### Met4 routing

Supply wires on this layer in grey.
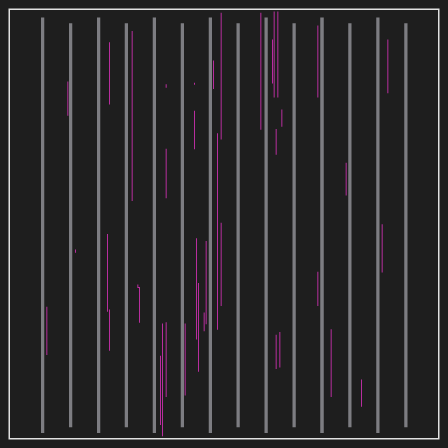
### Clock routing

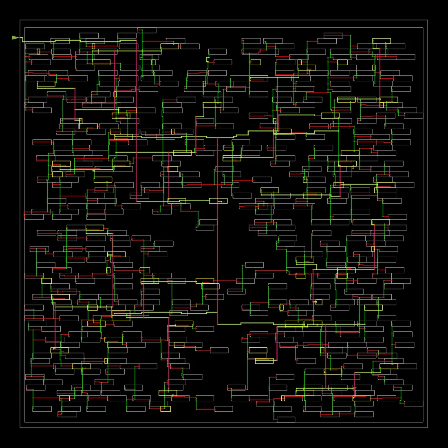
`config.mk`:
```
export PLATFORM = sky130hd
export DESIGN_NAME = multichannel_pattern_csr_flat
export DESIGN_NICKNAME = d
export VERILOG_FILES = /design/src/rtl/multichannel_pattern_csr_if.sv /design/src/rtl/multichannel_pattern_csr.sv /design/src/flat_wrapper.sv
export SDC_FILE = /design/constraint.sdc
export NUM_CORES = 1
export LEC_CHECK = 0
export CORE_MARGIN = 2
export CORE_UTILIZATION = 50
export DETAILED_ROUTE_END_ITERATION = 16
export PLACE_DENSITY_LB_ADDON = 0.05
export SLEW_MARGIN = 20
export SYNTH_ARGS = -nofsm -noshare
export SYNTH_HDL_FRONTEND = slang
export SYNTH_SLANG_ARGS = --single-unit
export TNS_END_PERCENT = 50
```
`constraint.sdc`:
```
create_clock -name clk_i -period 46.3 [get_ports clk_i]
set_clock_uncertainty 0.05 [all_clocks]
set_input_delay 11.575 -clock clk_i [delete_from_list [all_inputs] [get_ports clk_i]]
set_output_delay 11.575 -clock clk_i [all_outputs]
set_load 0.02 [all_outputs]
```
`src/rtl/multichannel_pattern_csr_if.sv`:
```
// Avalon-MM slave bus bundle used by the pattern CSR block.
interface avalon_mm_if #(
  parameter int ADDR_WIDTH = 4,
  parameter int DATA_WIDTH = 32
);
  logic [ADDR_WIDTH-1:0]   address;
  logic                    write;
  logic [DATA_WIDTH-1:0]   writedata;
  logic [DATA_WIDTH/8-1:0] byteenable;
  logic                    read;
  logic [DATA_WIDTH-1:0]   readdata;
  logic                    readdatavalid;
  logic                    waitrequest;

  modport master (
    output address, write, writedata, byteenable, read,
    input  readdata, readdatavalid, waitrequest
  );

  modport slave (
    input  address, write, writedata, byteenable, read,
    output readdata, readdatavalid, waitrequest
  );
endinterface

```
`src/rtl/multichannel_pattern_csr.sv`:
```
// Per-channel key/length/enable CSRs with shadow keys committed atomically
// at a datapath idle point; writes to a channel with a pending commit are stalled.
module multichannel_pattern_csr #(
  parameter int REG_WIDTH  = 32,
  parameter int SYM_WIDTH  = 8,
  parameter int PAT_SYMS   = 12,
  parameter int CHANNELS   = 2,
  parameter int KEY_WORDS  = (PAT_SYMS * SYM_WIDTH + REG_WIDTH - 1) / REG_WIDTH,
  parameter int ADDR_WIDTH = $clog2(CHANNELS * 8)
) (
  input  logic                                 clk_i,
  input  logic                                 arst_i,
  avalon_mm_if.slave                           amm_slave_if,
  input  logic [CHANNELS-1:0]                  idle_i,
  output logic [CHANNELS*PAT_SYMS*SYM_WIDTH-1:0] pattern_o,
  output logic [CHANNELS*8-1:0]                pat_len_o,
  output logic [CHANNELS-1:0]                  enable_o
);

  localparam int PAT_BITS = PAT_SYMS * SYM_WIDTH;
  localparam int KEY_BITS = KEY_WORDS * REG_WIDTH;
  localparam int BE_WIDTH = REG_WIDTH / 8;
  localparam logic [7:0] LEN_MAX  = 8'(PAT_SYMS);
  localparam logic [2:0] OFF_CTRL   = 3'd0;
  localparam logic [2:0] OFF_STATUS = 3'd1;
  localparam logic [2:0] OFF_KEY0   = 3'd2;
  localparam logic [3:0] KEY_END    = 4'(2 + KEY_WORDS);
  // Symbols at or above PAT_SYMS in the last key word are forced to zero.
  localparam logic [KEY_BITS-1:0] KEY_MASK = {KEY_BITS{1'b1}} >> (KEY_BITS - PAT_BITS);

  function automatic logic [REG_WIDTH-1:0] be_merge(
    input logic [REG_WIDTH-1:0] old_v,
    input logic [REG_WIDTH-1:0] new_v,
    input logic [BE_WIDTH-1:0]  be_v
  );
    logic [REG_WIDTH-1:0] res_v;
    for (int b = 0; b < BE_WIDTH; b++) begin
      res_v[b*8 +: 8] = be_v[b] ? new_v[b*8 +: 8] : old_v[b*8 +: 8];
    end
    return res_v;
  endfunction

  logic [KEY_BITS-1:0]  key_sh_r  [CHANNELS];
  logic [KEY_BITS-1:0]  key_act_r [CHANNELS];
  logic [7:0]           len_sh_r  [CHANNELS];
  logic [7:0]           len_act_r [CHANNELS];
  logic [CHANNELS-1:0]  enable_r;
  logic [CHANNELS-1:0]  pending_r;
  logic [CHANNELS-1:0]  len_err_r;
  logic [REG_WIDTH-1:0] readdata_r;
  logic                 readdatavalid_r;

  logic [ADDR_WIDTH-1:0] ch_addr_s;
  logic [2:0]            off_s;
  logic [2:0]            kidx_s;
  logic                  key_hit_s;
  logic [CHANNELS-1:0]   sel_s;
  logic                  waitrequest_s;
  logic                  wr_acc_s;
  logic                  rd_acc_s;
  logic                  action_s;
  logic [REG_WIDTH-1:0]  ctrl_cur_s [CHANNELS];
  logic [REG_WIDTH-1:0]  ctrl_new_s [CHANNELS];
  logic [REG_WIDTH-1:0]  status_s   [CHANNELS];
  logic [REG_WIDTH-1:0]  key_old_s  [CHANNELS];
  logic [REG_WIDTH-1:0]  key_new_s  [CHANNELS];
  logic [REG_WIDTH-1:0]  rd_word_s  [CHANNELS];
  logic [CHANNELS-1:0]   len_ok_s;
  logic [REG_WIDTH-1:0]  rd_data_s;

  assign ch_addr_s = amm_slave_if.address >> 3'd3;
  assign off_s     = amm_slave_if.address[2:0];
  assign kidx_s    = off_s - OFF_KEY0;
  assign key_hit_s = (off_s >= OFF_KEY0) && ({1'b0, off_s} < KEY_END);
  assign action_s  = amm_slave_if.byteenable[0] & amm_slave_if.writedata[1];

  // Address decode and the pending-commit write stall.
  always_comb begin
    for (int c = 0; c < CHANNELS; c++) begin
      sel_s[c] = (ch_addr_s == ADDR_WIDTH'(c));
    end
    waitrequest_s = amm_slave_if.write && ((off_s == OFF_CTRL) || key_hit_s) &&
                    (|(sel_s & pending_r));
    wr_acc_s = amm_slave_if.write & ~waitrequest_s;
    rd_acc_s = amm_slave_if.read & ~amm_slave_if.write;
  end

  // Per-channel current/merged register images and readback words.
  always_comb begin
    for (int c = 0; c < CHANNELS; c++) begin
      ctrl_cur_s[c]       = '0;
      ctrl_cur_s[c][0]    = enable_r[c];
      ctrl_cur_s[c][15:8] = len_sh_r[c];
      ctrl_new_s[c] = be_merge(ctrl_cur_s[c], amm_slave_if.writedata, amm_slave_if.byteenable);
      len_ok_s[c]   = (ctrl_new_s[c][15:8] != 8'd0) && (ctrl_new_s[c][15:8] <= LEN_MAX);
      status_s[c]    = '0;
      status_s[c][0] = pending_r[c];
      status_s[c][1] = len_err_r[c];
      key_old_s[c]   = '0;
      for (int w = 0; w < KEY_WORDS; w++) begin
        key_old_s[c] = (kidx_s == 3'(w)) ? key_sh_r[c][w*REG_WIDTH +: REG_WIDTH] : key_old_s[c];
      end
      key_new_s[c] = be_merge(key_old_s[c], amm_slave_if.writedata, amm_slave_if.byteenable);
      rd_word_s[c] = (off_s == OFF_CTRL)   ? ctrl_cur_s[c] :
                     (off_s == OFF_STATUS) ? status_s[c]   :
                     key_hit_s             ? key_old_s[c]  : '0;
    end
  end

  // Read mux: unselected channels contribute zero, so unmapped reads return 0.
  always_comb begin
    rd_data_s = '0;
    for (int c = 0; c < CHANNELS; c++) begin
      rd_data_s = rd_data_s | (sel_s[c] ? rd_word_s[c] : '0);
    end
  end

  // Channel register file: shadow writes, commit request and idle-time transfer.
  always_ff @(posedge clk_i or posedge arst_i) begin
    if (arst_i) begin
      for (int c = 0; c < CHANNELS; c++) begin
        key_sh_r[c]  <= KEY_MASK;
        key_act_r[c] <= KEY_MASK;
        len_sh_r[c]  <= LEN_MAX;
        len_act_r[c] <= LEN_MAX;
      end
      enable_r  <= '0;
      pending_r <= '0;
      len_err_r <= '0;
    end else begin
      for (int c = 0; c < CHANNELS; c++) begin
        if (pending_r[c] && idle_i[c]) begin
          key_act_r[c] <= key_sh_r[c];
          len_act_r[c] <= len_sh_r[c];
          pending_r[c] <= 1'b0;
        end
        // CTRL and KEY writes are stalled while pending, so no overlap with the transfer.
        if (wr_acc_s && sel_s[c]) begin
          case (off_s)
            OFF_CTRL: begin
              enable_r[c] <= ctrl_new_s[c][0];
              len_sh_r[c] <= ctrl_new_s[c][15:8];
              if (action_s && len_ok_s[c]) begin
                pending_r[c] <= 1'b1;
              end else if (action_s) begin
                len_err_r[c] <= 1'b1;
              end
            end
            OFF_STATUS: begin
              if (action_s) begin
                len_err_r[c] <= 1'b0;
              end
            end
            default: begin
              for (int w = 0; w < KEY_WORDS; w++) begin
                if (key_hit_s && (kidx_s == 3'(w))) begin
                  key_sh_r[c][w*REG_WIDTH +: REG_WIDTH] <=
                    key_new_s[c] & KEY_MASK[w*REG_WIDTH +: REG_WIDTH];
                end
              end
            end
          endcase
        end
      end
    end
  end

  // Fixed one-cycle read response; readdata holds between reads.
  always_ff @(posedge clk_i or posedge arst_i) begin
    if (arst_i) begin
      readdata_r      <= '0;
      readdatavalid_r <= 1'b0;
    end else begin
      readdatavalid_r <= rd_acc_s;
      if (rd_acc_s) begin
        readdata_r <= rd_data_s;
      end
    end
  end

  assign amm_slave_if.readdata      = readdata_r;
  assign amm_slave_if.readdatavalid = readdatavalid_r;
  assign amm_slave_if.waitrequest   = waitrequest_s;

  // Flatten active registers onto the datapath outputs.
  always_comb begin
    for (int c = 0; c < CHANNELS; c++) begin
      pattern_o[c*PAT_BITS +: PAT_BITS] = key_act_r[c][PAT_BITS-1:0];
      pat_len_o[c*8 +: 8]               = len_act_r[c];
    end
    enable_o = enable_r;
  end

endmodule
```
`src/flat_wrapper.sv`:
```
// flat-port wrapper written by rule: the top's interface ports become plain ports
module multichannel_pattern_csr_flat 
#(
  parameter int REG_WIDTH  = 32,
  parameter int SYM_WIDTH  = 8,
  parameter int PAT_SYMS   = 12,
  parameter int CHANNELS   = 2,
  parameter int KEY_WORDS  = (PAT_SYMS * SYM_WIDTH + REG_WIDTH - 1) / REG_WIDTH,
  parameter int ADDR_WIDTH = $clog2(CHANNELS * 8)
)
  (clk_i, arst_i, idle_i, pattern_o, pat_len_o, enable_o, amm_slave_if_address, amm_slave_if_write, amm_slave_if_writedata, amm_slave_if_byteenable, amm_slave_if_read, amm_slave_if_readdata, amm_slave_if_readdatavalid, amm_slave_if_waitrequest);
  avalon_mm_if #(.ADDR_WIDTH(ADDR_WIDTH)) amm_slave_if_i ();
  input  logic clk_i;
  input  logic arst_i;
  input  logic [CHANNELS-1:0] idle_i;
  output logic [CHANNELS*PAT_SYMS*SYM_WIDTH-1:0] pattern_o;
  output logic [CHANNELS*8-1:0] pat_len_o;
  output logic [CHANNELS-1:0] enable_o;
  input wire logic [$bits(amm_slave_if_i.address)-1:0] amm_slave_if_address;
  input wire logic [$bits(amm_slave_if_i.write)-1:0] amm_slave_if_write;
  input wire logic [$bits(amm_slave_if_i.writedata)-1:0] amm_slave_if_writedata;
  input wire logic [$bits(amm_slave_if_i.byteenable)-1:0] amm_slave_if_byteenable;
  input wire logic [$bits(amm_slave_if_i.read)-1:0] amm_slave_if_read;
  output wire logic [$bits(amm_slave_if_i.readdata)-1:0] amm_slave_if_readdata;
  output wire logic [$bits(amm_slave_if_i.readdatavalid)-1:0] amm_slave_if_readdatavalid;
  output wire logic [$bits(amm_slave_if_i.waitrequest)-1:0] amm_slave_if_waitrequest;
  assign amm_slave_if_i.address = amm_slave_if_address;
  assign amm_slave_if_i.write = amm_slave_if_write;
  assign amm_slave_if_i.writedata = amm_slave_if_writedata;
  assign amm_slave_if_i.byteenable = amm_slave_if_byteenable;
  assign amm_slave_if_i.read = amm_slave_if_read;
  assign amm_slave_if_readdata = amm_slave_if_i.readdata;
  assign amm_slave_if_readdatavalid = amm_slave_if_i.readdatavalid;
  assign amm_slave_if_waitrequest = amm_slave_if_i.waitrequest;
  multichannel_pattern_csr #(.REG_WIDTH(REG_WIDTH), .SYM_WIDTH(SYM_WIDTH), .PAT_SYMS(PAT_SYMS), .CHANNELS(CHANNELS), .KEY_WORDS(KEY_WORDS), .ADDR_WIDTH(ADDR_WIDTH)) u_core (.clk_i(clk_i), .arst_i(arst_i), .amm_slave_if(amm_slave_if_i), .idle_i(idle_i), .pattern_o(pattern_o), .pat_len_o(pat_len_o), .enable_o(enable_o));
endmodule
```
==> run summary <==
Status of the implementation.

- Per the layout report, the design carries 41 non-clock inverters.
- The synthesized netlist occupies a cell area of between 20,000 and 25,000 um^2.
- The largest contributor to cell area by class is sequential cells, for reference.
- The width of the die is between 200 and 250 um, for reference.
- The HPWL after detailed placement is 39.4 mm.
- The total setup violations reported at the end of the flow is 0, for reference.
- In this run the mean area of a mapped cell was 12.3 um^2.
- The routed length on met2 is about 24 mm, for reference.
- The count of endpoints failing hold in the final timing report is 0, for reference.
- The post-route worst hold slack is 434 ps, for reference.
- Net switching is 27.8% of the power.
- The element type at the critical path start is a primary input, for reference.
- The count of distinct cell types in the synthesized netlist is ~70, for reference.
- The post-layout net count is between 1,500 and 2,000, for reference.
- The routed design uses 4.17 mm of met3 wire.
- The placed instances occupy a cell area of around 24,000 um^2.
- For reference, the most critical setup path is categorized as primary input to primary output.
- In the final layout, flip-flops and latches take up between 40 and 50% of the cell area.
- The library cells used most frequently in the layout, excluding fill and tap cells, are dfstp_2 (392), clkdlybuf4s50_1 (287), mux2_2 (246).
- The total of buffers placed on input and output ports is just under 300, for reference.
- In this run the tools logged warnings totalling 28.
- The iteration count recorded for the first detailed-route pass is 6.
- According to the floorplan report, the placeable core area is 40,900 um^2.
- Per the TritonCTS log, the buffer count is just under 50.
- In the per-layer breakdown of the detailed-route log, met1 shows approximately 29 mm.
- The effective utilization at floorplan is between 50% and 60%, for reference.
- After clock tree synthesis, the repair step resized 0 gates.
- The clock drives about 460 sinks.
- The buffer depth of the longest clock path is 3, for reference.
- In this run the maximum-capacitance check reported violations numbering 0.
- In the Yosys report, the sequential cells make up a little under three fifths of the chip area.
- Routed signal wires occupy layers up through met5.
- The count of boundary I/O pins is 290, for reference.
- The total die size is about 43,000 um^2, for reference.
- The area growth from synthesis to layout is 23.0%, for reference.
- The maximum vdd ir drop is 0.0276 mV, for reference.
- The total number of multi-input combinational cells is 1,066, for reference.
- The number of tap cells inserted is approximately 530, for reference.
- The initial antenna violation count came to 8.
- The worst min-delay path class is flip-flop to flip-flop, for reference.
- The run finished with clean final reports.
- In the power breakdown, the biggest contributor is sequential cells.
- The wire length per cell after detailed routing is 23.2 um, for reference.
- STA lists the startpoint of the worst register-to-register path as u_core.pending_r[0].
- The met3 global-route usage is 6.22%, for reference.
- met1 is the most crowded layer.
-- 'Met4 routing' (at the start) --
nets with wire on the layer: 24
wire length on this layer: 1,160 um
main direction: vertical
Via Count: 14,600
routed wire length: 58.0 mm

-- 'Clock routing' (at the start) --
Flop Count: 455
Clock Buffer Count: 81
clock latency at the later pin of the worst-skew pair: 580 ps

worst max-delay path, cell delays in order:
cell             delay [ps]
clkdlybuf4s50_1         700
mux2i_4                 400
and3_1                  320
clkdlybuf4s50_1         650
worst max-delay path by stage:
stage	startpoint	end	slack [ps]	depth (start not counted)
floorplan	amm_slave_if_address[1]	amm_slave_if_waitrequest	22360	3
global placement	amm_slave_if_address[2]	amm_slave_if_waitrequest	21060	4
detailed placement	amm_slave_if_address[2]	amm_slave_if_waitrequest	21050	4
CTS	amm_slave_if_address[2]	amm_slave_if_waitrequest	21050	4
global route	amm_slave_if_address[2]	amm_slave_if_waitrequest	20980	4
finish	amm_slave_if_address[2]	amm_slave_if_waitrequest	21030	4
synth_stat cells, drive strengths merged, types with 4 or more instances:
master,count
nor2,77
nor3b,48
mux2,255
buf,54
a221oi,8
or4,5
nand3,10
a31oi,5
inv,41
a2bb2oi,5
nand2b,4
dfrtp,63
clkbuf,74
nand4,5
a222oi,45
a221o,9
a21oi,120
o2bb2ai,7
nor3,6
and3,7
a311oi,5
nand2,152
o22ai,4
mux2i,47
o2111a,5
a211oi,22
dfstp,392
a22o,23
a22oi,10
o21ai,136
logic make-up (layout without fill, tap and decap cells):
logic type,after synthesis,in the layout
AND-OR/OR-AND,430,430
adder cells (fa/ha/maj),3,3
buffers and inverters,169,444
flip-flops,455,455
multiplexers,302,302
other,0,6
AND/OR/NAND/NOR,331,331
per-stage QoR:
step                worst slack, ps  utilization, %
detailed placement            21050            58.4
CTS                           21050            62.4
global placement              21060            58.4
finish                        21030            62.5
floorplan                     22360               -
global route                  20980            62.5
Power is estimated from default activity; no workload was simulated.
